`src/rtl/sound_arbiter_if.sv`:
```
// sound_arbiter_if: request/enable inputs and sound-control outputs of the arbiter
interface sound_arbiter_if;
  logic [3:0] req;
  logic       enable;
  logic       mute;
  logic [1:0] code_sound;
  logic [3:0] grant;
  logic       busy;
  logic [3:0] pending;
  modport master(output req, enable, input mute, code_sound, grant, busy, pending);
  modport slave(input req, enable, output mute, code_sound, grant, busy, pending);
endinterface

```
`src/rtl/sound_arbiter.sv`:
```
// sound_arbiter: round-robin sharing of one sound voice with timed play and silent gap
module sound_arbiter #(
  parameter int TICK_DIV = 12000,
  parameter int PLAY_MS  = 100,
  parameter int GAP_MS   = 20
) (
  input logic            clk,
  input logic            clr,
  sound_arbiter_if.slave bus
);
  localparam int PW = TICK_DIV > 1 ? $clog2(TICK_DIV) : 1;
  localparam int TMAX = PLAY_MS > GAP_MS ? PLAY_MS : GAP_MS;
  localparam int TW = $clog2(TMAX + 1);
  localparam logic [1:0] IDLE = 2'd0, PLAY = 2'd1, GAP = 2'd2;
  localparam logic [1:0] AFTER_PLAY = GAP_MS == 0 ? IDLE : GAP;
  logic [1:0] state_q, state_d, last_q, last_d, code_q, code_d, win;
  logic [PW-1:0] pre_q, pre_d;
  logic [TW-1:0] tick_q, tick_d;
  logic [3:0] pend_q, pend_d, grant_q, grant_d, cand, gmask;
  logic go, wrap, clear;
  always_comb begin
    cand = pend_q | bus.req;
    win = last_q;
    for (int k = 4; k >= 1; k--)
      if (cand[2'(last_q + 2'(k))]) win = 2'(last_q + 2'(k));
    go = state_q == IDLE && bus.enable && |cand;
    gmask = go ? 4'b0001 << win : 4'b0000;
    wrap = pre_q == PW'(TICK_DIV - 1);
    state_d = go ? PLAY
      : state_q == PLAY && (!bus.enable || (wrap && tick_q == TW'(PLAY_MS - 1))) ? AFTER_PLAY
      : state_q == GAP && wrap && tick_q == TW'(GAP_MS - 1) ? IDLE
      : state_q;
    clear = state_d != state_q || state_q == IDLE;
    pre_d = clear || wrap ? '0 : pre_q + 1'b1;
    tick_d = clear ? '0 : tick_q + TW'(wrap);
    last_d = go ? win : last_q;
    code_d = go ? win : code_q;
    grant_d = gmask;
    // a granted bit survives only if an earlier request was still queued alongside the new one
    pend_d = (pend_q & bus.req) | (cand & ~gmask);
  end
  always_ff @(posedge clk) begin
    if (clr) begin
      state_q <= IDLE;
      last_q  <= 2'd3;
      code_q  <= '0;
      pre_q   <= '0;
      tick_q  <= '0;
      pend_q  <= '0;
      grant_q <= '0;
    end else begin
      state_q <= state_d;
      last_q  <= last_d;
      code_q  <= code_d;
      pre_q   <= pre_d;
      tick_q  <= tick_d;
      pend_q  <= pend_d;
      grant_q <= grant_d;
    end
  end
  assign bus.mute       = state_q != PLAY;
  assign bus.busy       = state_q != IDLE;
  assign bus.code_sound = code_q;
  assign bus.grant      = grant_q;
  assign bus.pending    = pend_q;
endmodule

```
`src/flat_wrapper.sv`:
```
// flat-port wrapper written by rule: the top's interface ports become plain ports
module sound_arbiter_flat 
#(
  parameter int TICK_DIV = 12000,
  parameter int PLAY_MS  = 100,
  parameter int GAP_MS   = 20
)
  (clk, clr, bus_req, bus_enable, bus_mute, bus_code_sound, bus_grant, bus_busy, bus_pending);
  sound_arbiter_if bus_i ();
  input logic clk;
  input logic clr;
  input wire logic [$bits(bus_i.req)-1:0] bus_req;
  input wire logic [$bits(bus_i.enable)-1:0] bus_enable;
  output wire logic [$bits(bus_i.mute)-1:0] bus_mute;
  output wire logic [$bits(bus_i.code_sound)-1:0] bus_code_sound;
  output wire logic [$bits(bus_i.grant)-1:0] bus_grant;
  output wire logic [$bits(bus_i.busy)-1:0] bus_busy;
  output wire logic [$bits(bus_i.pending)-1:0] bus_pending;
  assign bus_i.req = bus_req;
  assign bus_i.enable = bus_enable;
  assign bus_mute = bus_i.mute;
  assign bus_code_sound = bus_i.code_sound;
  assign bus_grant = bus_i.grant;
  assign bus_busy = bus_i.busy;
  assign bus_pending = bus_i.pending;
  sound_arbiter #(.TICK_DIV(TICK_DIV), .PLAY_MS(PLAY_MS), .GAP_MS(GAP_MS)) u_core (.clk(clk), .clr(clr), .bus(bus_i));
endmodule
```
`config.mk`:
```
export PLATFORM = sky130hd
export DESIGN_NAME = sound_arbiter_flat
export DESIGN_NICKNAME = d
export VERILOG_FILES = /design/src/rtl/sound_arbiter_if.sv /design/src/rtl/sound_arbiter.sv /design/src/flat_wrapper.sv
export SDC_FILE = /design/constraint.sdc
export NUM_CORES = 1
export LEC_CHECK = 0
export ABC_AREA = 1
export CAP_MARGIN = 20
export CORE_MARGIN = 8
export CORE_UTILIZATION = 25
export CTS_CLUSTER_DIAMETER = 50
export CTS_CLUSTER_SIZE = 14
export DETAILED_ROUTE_END_ITERATION = 10
export PLACE_DENSITY = 0.41
export SLEW_MARGIN = 20
export SYNTH_ARGS = -nofsm -noshare
export SYNTH_HDL_FRONTEND = slang
export SYNTH_SLANG_ARGS = --single-unit
```
`constraint.sdc`:
```
create_clock -name clk -period 2 [get_ports clk]
set_input_delay 0.4 -clock clk [delete_from_list [all_inputs] [get_ports clk]]
set_output_delay 0.4 -clock clk [all_outputs]
set_load 0.03 [all_outputs]
```
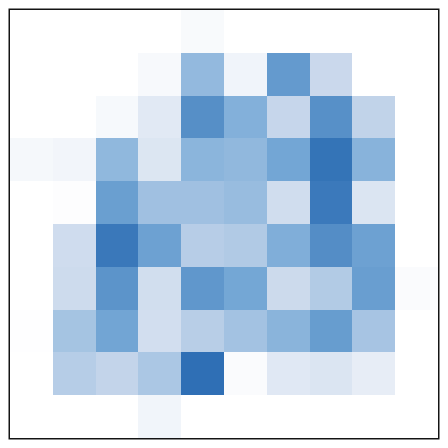
**Above:** run 1 (placement density heat map).
The die is cut into 10 by 10 equal tiles; white is low, dark blue is high, 0 to 100% covered.
mean over tiles = 22%
fullest tile = 74%
nearly empty tiles = 37%
densest ninth of the die = middle
emptiest ninth of the die = top left
final core occ: 0.335
FP Util: 0.255
core area: 0.00672 sq mm

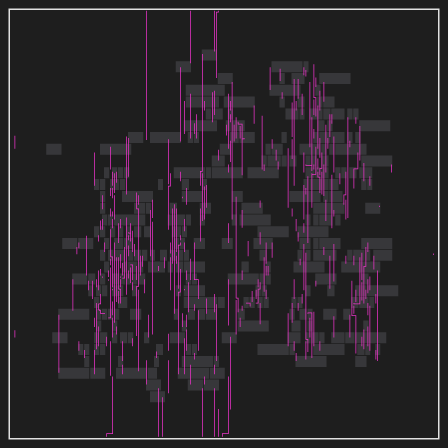
**Above:** run 1 (signal wires on met2).
Cells faint in the background.
nets with wire on the layer = 232
longest straight run = 31.6 um
wire length on this layer = 1740 um
share of all routed wire = 46%

==> flow_summary_export.csv, run 1 <==
group,metric,value,unit
clocking,clock_latency,0.29,ns
clocking,cts_root_buf,"clkbuf_8",
timing,tns,0,ns
clocking,cts-buffers-inserted,5,
floorplan,die_w,98.8,um
detailed_routing,vias_per_cell,4.18,
run_status,outcome,"completed",
global_routing,grt_overflow,0,
timing,setup_viol,0,
worst_setup_path,cp-end-kind,"primary output",
global_routing,track_usage,0.0878,
yosys,synth_flops,35,
detailed_routing,firstDrtPassIters,4,
cells_and_area,lay_top_count,"nand2_1",
min_path,whs_path_depth,2,
detailed_routing,drc_errors,0,
flow_run,maxCapViolCount,0,
clocking,cts_tree,"done",
cells_and_area,area_delta_synth_final,31.3,%
placed_design,portBuffers,18,
cells_and_area,fin_cells,365,
detailed_routing,via_count,1526,
timing,worst_pin_slew,0.323,ns
cells_and_area,final_cell_mix,"nand2_1, nor2_1, inv_1",
detailed_routing,drt-total-wl,3800,um
cells_and_area,fin_nets,294,
timing,maxSlewHeadroom,0.784,
worst_setup_path,cp.arrival,1.45,ns
clocking,clockBufferDepth,2,
cells_and_area,drive_above_1_share,0.151,
floorplan,die_h,98.8,um
timing,hold_viol_final,0,
detailed_routing,ant_nets,0,
power,irDropWorstVdd,252,uV
min_path,hold_path_class,"reg -> reg",
worst_setup_path,rr_worst_depth,12,
timing,final_max_slew_viol_count,0,
timing,finalClockPeriodUsage,0.923,
power,powerDensity,801,mW/mm^2
worst_setup_path,crit_slowest_cell,"clkdlybuf4s50_1",
clocking,clkTransAtPathRegs,0.07,ns
worst_setup_path,critical_path.top_delay_family,"buffers and inverters",
global_routing,grt_max_degree,15,
timing,rsz0062_at_grt,"no",
detailed_routing,drt_iter0_drc,37,
yosys,syn-num-nets,256,
clocking,cts_max_level,2,
global_routing,grt_pass1_vias,1570,
clocking,cts.sinks,35,
worst_setup_path,worst-path-buf-inv,2,
yosys,yosysChipArea,0.00171,sq mm
worst_setup_path,required,1.60,ns
worst_setup_path,critPathLaunchType,"flop",
worst_setup_path,critPathMaxStageDelay,0.66,ns
yosys,yosys_warnings,0,
worst_setup_path,critPathKind,"reg -> out",
yosys,yosys_cells,246,
yosys,netlist_area,0.00171,sq mm
power,leakage,0.000957,uW
timing,timing.fmax,542,MHz
placed_design,hpwl,2930,um
worst_setup_path,cp_cell_sequence,"nor2_1 > inv_1 > clkdlybuf4s50_1",
timing,finClkSkew,0.00321,ns
yosys,synth_area_per_cell,6.96,sq um
cells_and_area,diodes,0,
worst_setup_path,critPathMaxFanout,4,
yosys,synthCells,246,
floorplan,io_pins,19,
detailed_routing,wl_per_cell,10.4,um
floorplan,row_count,30,
global_routing,antenna_found_initial,0,
floorplan,dieArea,0.00976,sq mm
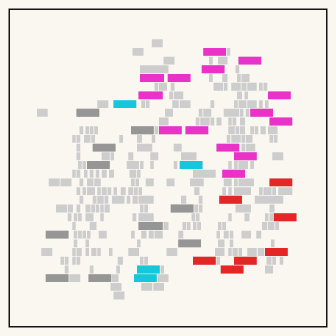
**Above:** run 1 (register map, names as in the netlist).
Other sequential cells in the stronger gray, the rest of the logic in the fainter gray.
magenta -> u_core.pre_q  # sequential cells 14
red -> u_core.tick_q  # sequential cells 7, where bottom right
cyan -> u_core.bus.grant  # sequential cells 4
not colored = 10
Seq/total area: 0.313
seq pwr: 769 uW

==> run 1: worst min-delay path, stage by stage, from the launching register on <==
cell	delay, ns
dfxtp_1	0.32
nand2_1	0.06
a21oi_1	0.05
==> run 1: routing by layer <==
layer	GRT usage	up-vias	part of all wire
li1	-	835	-
met1	0.0984	665	0.48
met2	0.141	20	0.46
met3	0.0374	6	0.047
met4	0.0401	0	0.018
met5	0	-	0
==> run 1: through the flow <==
step / hold WS (ns) / setup WS [ns] / util / power [uW] / instance area (sq um)
finish: 0.481 / 0.154 / 0.335 / 1800 / 2250
global route: 0.509 / 0.000382 / 0.335 / 1930 / 2250
CTS: 0.491 / 0.0553 / 0.326 / 1820 / 2190
detailed placement: 0.480 / -0.183 / 0.311 / 1240 / 2090
global placement: 0.474 / -0.180 / 0.311 / 1240 / 2090
floorplan: 0.429 / 0.159 / - / 1080 / 1710
==> run 1: kinds of logic (layout without fill, tap and decap cells) <==
| logic type | count (synthesis) | count (layout) | synth area share |
|---|---|---|---|
| AND-OR/OR-AND | 10 | 10 | 0.0343 |
| XOR/XNOR | 14 | 14 | 0.0716 |
| adder cells (fa/ha/maj) | 3 | 3 | 0.0219 |
| AND/OR/NAND/NOR | 140 | 140 | 0.358 |
| buffers and inverters | 44 | 83 | 0.105 |
| flip-flops | 35 | 35 | 0.409 |
==> run 1: synthesized netlist by cell type (all sizes together) <==
master / count / area [sq um]
o211ai: 2 / 15.0
xor2: 10 / 87.6
ha: 3 / 37.5
nand3: 22 / 115
a31o: 1 / 8.76
inv: 41 / 154
clkbuf: 1 / 3.75
buf: 2 / 22.5
nor4: 1 / 6.26
nor3: 7 / 40.0
a21oi: 6 / 30.0
nand4: 7 / 50.1
nand2: 56 / 213
xnor2: 4 / 35.0
dfxtp: 35 / 701
nor2: 47 / 189
o21ai: 1 / 5.00
==> run 1: state kept, by name, summed over array words and instances, names as in the netlist <==
name	flops
u_core.bus.pending	4
u_core.last_q	2
u_core.state_q	2
u_core.tick_q	7
u_core.pre_q	14
u_core.bus.code_sound	2
u_core.bus.grant	4
==> run 1: cell type report <==
class / instances / area, sq um
inverter: 41 / 154
timing repair buffer: 34 / 315
tap: 80 / 100
multi-input combinational: 167 / 875
fill: 725 / 4470
clock buffer: 8 / 100
sequential: 35 / 704
==> run 1: timing repair <==
| item | in CTS | in global routing |
|---|---|---|
| setup endpoints to repair | 0 | 12 |
| setup buffers | 0 | 1 |
| hold buffers | 0 | 0 |
| resized | 0 | 15 |
==> run 1: path summary, 6_finish.rpt <==
kind | end | startpoint | slack, ns
max reg2reg | u_core.tick_q[6] | u_core.pre_q[1] | 0.19
min | u_core.bus.code_sound[1] | u_core.bus.code_sound[1] | 0.48
max | bus_busy | u_core.state_q[0] | 0.15
min reg2reg | u_core.bus.code_sound[1] | u_core.bus.code_sound[1] | 0.48
==> run 1: power by group <==
| group | switching [uW] | leakage, uW | total (uW) | internal, uW |
|---|---|---|---|---|
| registers | 34.8 | 0.000285 | 769 | 734 |
| clock network | 258 | 0.0000515 | 572 | 315 |
| logic | 285 | 0.000620 | 460 | 176 |
## Run 2: what changed since run 1
- CORE_MARGIN: 8 -> 2
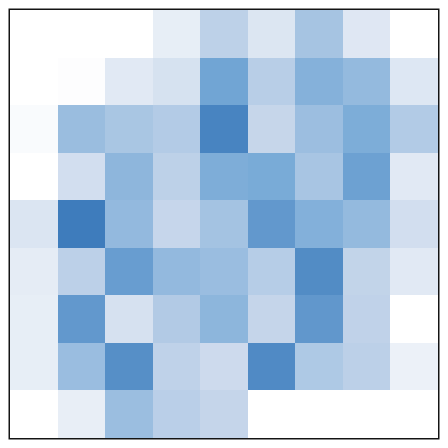
**Above:** run 2 (placement density heat map).
The die is cut into 9 by 9 equal tiles; white is low, dark blue is high, 0 to 100% covered.
emptiest ninth of the die = top left
fullest tile = 69%
nearly empty tiles = 16%
final core occ: 0.329

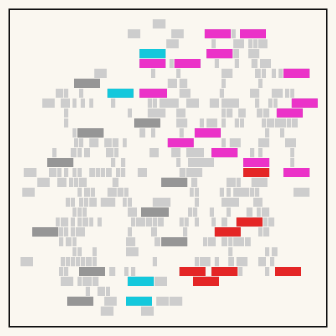
**Above:** run 2 (register map, names as in the netlist).
Other sequential cells in the stronger gray, the rest of the logic in the fainter gray.
red -> u_core.tick_q  # sequential cells 7
cyan -> u_core.bus.grant  # sequential cells 4
magenta -> u_core.pre_q  # sequential cells 14
not colored = 10
register area: 703 sq um
seq pwr: 768 uW
Seq/total area: 0.318

==> flow_summary_export.csv, run 2 <==
group,metric,value,unit
run_status,outcome,"completed",
floorplan,io_pins,19,
timing,setup_viol,0,
clocking,cts_max_level,2,
worst_setup_path,rrSetupSlack,0.16,ns
yosys,yosys_cells,246,
global_routing,grt_max_degree,15,
worst_setup_path,rr_endpoint,"u_core.tick_q[6]",
power,irDropWorstVdd,264,uV
power,powerDensity,784,mW/mm^2
cells_and_area,area_delta_synth_final,29.2,%
placed_design,placed_cell_area,0.00211,sq mm
cells_and_area,fin_nets,296,
floorplan,dieArea,0.00753,sq mm
floorplan,row_count,30,
timing,final_max_slew_viol_count,0,
clocking,cts-buffers-inserted,5,
detailed_routing,wl_per_cell,10.2,um
worst_setup_path,rr_worst_depth,12,
cells_and_area,regMostFlops,"u_core.pre_q",
worst_setup_path,required,1.60,ns
worst_setup_path,r2r_start,"u_core.pre_q[0]",
cells_and_area,reg.largest.list,"u_core.pre_q x14, u_core.tick_q x7",
timing,worst_pin_slew,0.328,ns
clocking,clock_latency,0.28,ns
timing,timing.fmax,541,MHz
power,comb_power_share,0.272,
cells_and_area,largest_reg_flops,14,
worst_setup_path,critPathMaxFanout,4,
yosys,netlist_area,0.00171,sq mm
power,p_sw,567,uW
timing,hold_viol_final,0,
yosys,synthTopCellsByArea,"dfxtp_1, nand2_1, nor2_1",
worst_setup_path,cp-end-kind,"primary output",
cells_and_area,fin_cells,367,
yosys,top_cells_by_count,"nand2_1, nor2_1, inv_1, dfxtp_1, nand3_1",
floorplan,die_h,86.8,um
clocking,clkTransAtPathRegs,0.07,ns
timing,finalClockPeriodUsage,0.925,
power,p_clk_frac,0.285,
detailed_routing,firstDrtPassIters,4,
timing,rsz0062_at_grt,"yes",
min_path,whs_path_depth,2,
min_path,hp-start,"u_core.bus.code_sound[1]",
cells_and_area,diodes,0,
cells_and_area,stdcell_area,0.00221,sq mm
yosys,yosysTopAreaCell,"dfxtp_1",
detailed_routing,drt-total-wl,3730,um
detailed_routing,via_count,1581,
detailed_routing,vias_per_cell,4.31,
global_routing,grt_overflow,0,
yosys,synthCells,246,
yosys,synth_flops,35,
worst_setup_path,cp.arrival,1.45,ns
clocking,cts_root_buf,"clkbuf_8",
timing,hold_ws,0.479,ns
cells_and_area,lay_top_count,"nand2_1",
yosys,synth_top_flop_cell,"dfxtp_1",
cells_and_area,drive_above_1_share,0.139,
power,pwr-share-seq,0.443,
floorplan,fp_util,0.255,
## run 2: logic make-up (layout without fill, tap and decap cells)
kind of cell    count (synthesis)  after routing  synth area share
simple gates                  140            140             0.358
buf+inv                        44             85             0.105
flops                          35             35             0.409
xor+xnor                       14             14            0.0716
compound gates                 10             10            0.0343
fa+ha+maj                       3              3            0.0219
## run 2: worst max path at each step
stage | start | to | depth (start not counted)
2_1_floorplan | u_core.pre_q[0] | u_core.tick_q[6] | 12
3_3_place_gp | bus_req[1] | u_core.bus.pending[1] | 13
3_5_place_dp | bus_req[1] | u_core.bus.pending[2] | 13
4_1_cts | u_core.pre_q[1] | u_core.tick_q[6] | 12
5_1_grt | u_core.pre_q[0] | u_core.tick_q[6] | 12
6_report | u_core.state_q[0] | bus_busy | 3
## run 2: power by group through the flow
stage | clock, uW | combinational [uW] | sequential [uW]
floorplan | 0 | 265 | 817
global placement | 0 | 478 | 784
detailed placement | 0 | 476 | 782
CTS | 521 | 477 | 766
global route | 558 | 538 | 773
finish | 494 | 473 | 768
## run 2: layout make-up
| class | instances | area (sq um) |
|---|---|---|
| Clock buffer | 7 | 76.3 |
| Clock inverter | 1 | 5.00 |
| Fill cell | 737 | 4510 |
| Inverter | 41 | 154 |
| Multi-Input combinational cell | 167 | 845 |
| Sequential cell | 35 | 703 |
| Tap cell | 80 | 100 |
| Timing Repair Buffer | 36 | 330 |
## run 2: critical path: stages (launching register included)
cell             delay [ns]
dfxtp_1                0.37
nor2_1                 0.08
inv_1                  0.05
clkdlybuf4s50_1        0.66
## run 2: per-stage QoR
stage          setup TNS, ns  setup WS, ns
6_report                   0         0.150
5_1_grt              -0.0158       -0.0158
4_1_cts                    0        0.0797
3_5_place_dp          -0.869        -0.164
3_3_place_gp          -0.748        -0.139
2_1_floorplan              0         0.159
## run 2: routing by layer
layer  wire, um  vias up  track usage
met2       1790       35        0.194
li1           -      843            -
met1       1680      691        0.130
met4        123        0       0.0526
met5          0        -            0
met3        129       12       0.0314
## run 2: what timing repair did
| item | CTS | global route |
|---|---|---|
| setup endpoints to repair | 0 | 15 |
| resized | 0 | 8 |
| hold buffers | 0 | 0 |
## Run 3: what changed since run 2
- CORE_ASPECT_RATIO: default -> 0.8
- RECOVER_POWER: default -> 50
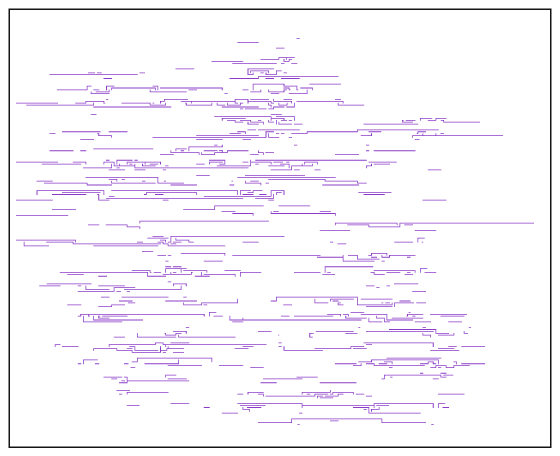
**Above:** run 3 (M1 wires).
nets with wire on the layer = 274
share of all routed wire = 58%
wire length on this layer = 2150 um
longest straight run = 24.4 um
Total Wirelength: 3730 um
Vias: 1515
GRT met1 Usage: 0.170

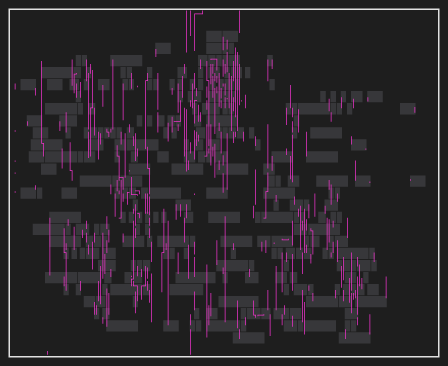
**Above:** run 3 (signal wires on met2).
Cells faint in the background.
longest straight run = 23.8 um
share of all routed wire = 35%
M2 GR Usage: 0.135

==> flow_summary_export.csv, run 3 <==
group,metric,value,unit
worst_setup_path,critPathMaxStageDelay,0.59,ns
floorplan,io_pins,19,
detailed_routing,ant_nets,0,
floorplan,dieArea,0.00753,sq mm
detailed_routing,wl_per_cell,10.1,um
clocking,cts.sinks,35,
power,p_clk_frac,0.299,
global_routing,grt_pass1_vias,1407,
cells_and_area,largest_reg_flops,14,
timing,finalClockPeriodUsage,0.945,
worst_setup_path,path_common_cell,"inv_1",
yosys,yosys_cells,246,
global_routing,grt_max_degree,15,
cells_and_area,diodes,0,
power,pwr-share-seq,0.442,
power,switching_share,0.325,
worst_setup_path,critPathKind,"reg -> out",
timing,hold_viol_final,0,
floorplan,die_h,78.0,um
cells_and_area,fin_nets,294,
worst_setup_path,cp.arrival,1.49,ns
timing,finClkSkew,0.0110,ns
cells_and_area,lay_top_count,"nand2_1",
power,powerDensity,778,mW/mm^2
cells_and_area,area_delta_synth_final,30.6,%
detailed_routing,vias_per_cell,4.12,
clocking,cts_root_buf,"clkbuf_8",
worst_setup_path,rr_endpoint,"u_core.tick_q[6]",
yosys,synth_flops,35,
power,p_sw,566,uW
timing,final_max_slew_viol_count,0,
yosys,syn-num-nets,256,
detailed_routing,drt_iter0_drc,98,
yosys,netlist_area,0.00171,sq mm
worst_setup_path,critPathLaunchType,"flop",
worst_setup_path,crit_slowest_cell,"clkdlybuf4s50_1",
cells_and_area,drive_above_1_share,0.144,
min_path,whs_path_depth,2,
clocking,clkTransAtPathRegs,0.07,ns
min_path,hp-start,"u_core.bus.code_sound[1]",
floorplan,row_count,26,
yosys,synthCells,246,
cells_and_area,final_util,0.344,
yosys,synthTopCellsByArea,"dfxtp_1, nand2_1, nor2_1",
cells_and_area,fin_cells,368,
cells_and_area,regMostFlops,"u_core.pre_q",
cells_and_area,final_cell_mix,"nand2_1, nor2_1, inv_1",
detailed_routing,firstDrtPassIters,4,
placed_design,portBuffers,18,
clocking,cts-buffers-inserted,5,
worst_setup_path,cp-end-kind,"primary output",
clocking,clock_latency,0.29,ns
yosys,yosys_warnings,0,
yosys,synth_area_per_cell,6.96,sq um
global_routing,track_usage,0.110,
yosys,synth_top_flop_cell,"dfxtp_1",
worst_setup_path,rr_worst_depth,12,
yosys,synthArstFlopShare,0,
min_path,hold_end,"u_core.bus.code_sound[1]",
worst_setup_path,cp_cell_sequence,"inv_1 > nor2_1 > inv_1 > clkdlybuf4s50_1",
clocking,cts_hold_buf,0,
global_routing,grt_overflow,0,
timing,timing.fmax,529,MHz
timing,setup_viol,0,
yosys,yosysChipArea,0.00171,sq mm
power,p_int,1170,uW
placed_design,hpwl,2850,um
yosys,most_common_cell,"nand2_1",
worst_setup_path,setup.worst_path.start,"u_core.state_q[0]",
detailed_routing,drc_errors,0,
floorplan,die_w,96.5,um
worst_setup_path,rrSetupSlack,0.22,ns
run_status,outcome,"completed",
worst_setup_path,r2r_start,"u_core.pre_q[1]",
worst_setup_path,critPathMaxFanout,4,
clocking,cts_max_level,2,
clocking,clockBufferDepth,2,
timing,worst_pin_slew,0.325,ns
==> run 3: area by class of cell <==
type	count	area [sq um]
fillers	723	4270
multi-input cells	167	878
flip-flops and latches	35	703
repair buffers	34	309
inverters	41	154
well taps	84	105
clock buffers	6	82.6
clock inverters	1	5.00
==> run 3: cell families (layout without fill, tap and decap cells) <==
kind of cell,Yosys count,count (layout),share of synthesized area
AND/OR/NAND/NOR,140,140,0.358
buffers and inverters,44,82,0.105
flip-flops,35,35,0.409
XOR/XNOR,14,14,0.0716
AND-OR/OR-AND,10,10,0.0343
adder cells (fa/ha/maj),3,3,0.0219
==> run 3: per-stage QoR <==
step / cell area, sq um / hold WS, ns / total power [uW] / setup TNS (ns) / setup slack, ns
finish: 2240 / 0.491 / 1740 / 0 / 0.110
global route: 2240 / 0.519 / 1860 / 0 / 0.0131
CTS: 2190 / 0.494 / 1770 / 0 / 0.0261
detailed placement: 2100 / 0.485 / 1240 / -1.12 / -0.204
global placement: 2100 / 0.475 / 1250 / -1.49 / -0.255
floorplan: 1710 / 0.429 / 1080 / 0 / 0.159
==> run 3: what timing repair did <==
item,in CTS,in global routing
resized,0,15
hold endpoints to repair,0,0
setup endpoints to repair,0,14
==> run 3: power by group through the flow <==
stage | clock (uW) | combinational [uW] | sequential [uW]
after floorplan | 0 | 265 | 817
final | 520 | 452 | 768
after global placement | 0 | 463 | 785
after global routing | 578 | 503 | 775
after CTS | 544 | 460 | 765
after detailed placement | 0 | 457 | 781
==> run 3: worst max path at each step <==
stage	to	slack, ns	cells after the start
final	bus_mute	0.11	4
after global routing	u_core.tick_q[6]	0.01	12
after CTS	u_core.tick_q[6]	0.03	12
after detailed placement	u_core.bus.pending[2]	-0.20	13
after global placement	u_core.bus.pending[2]	-0.26	13
after floorplan	u_core.tick_q[6]	0.16	12
==> run 3: critical path, delay by kind of cell (launching register included) <==
kind	cells	cell delay [ns]
AND/OR/NAND/NOR	1	0.11
buffers and inverters	3	0.72
flip-flops	1	0.37
==> run 3: routing by layer <==
metal | routed length (um) | share of wire | global-route usage
met2 | 1310 | 0.35 | 0.135
met4 | 89 | 0.024 | 0.0521
met5 | 0 | 0 | 0
met3 | 176 | 0.047 | 0.0317
met1 | 2150 | 0.58 | 0.170

## Gallery

Cell placement.
panel A
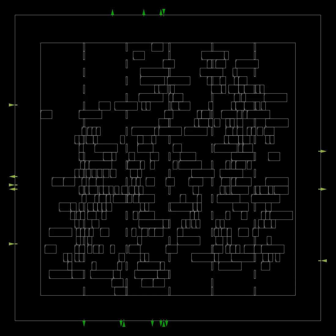
panel B
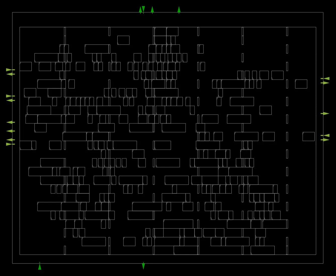
panel A -> run 1
panel B -> run 3

Power figures rest on the tool's default switching activity, not on a simulated workload.
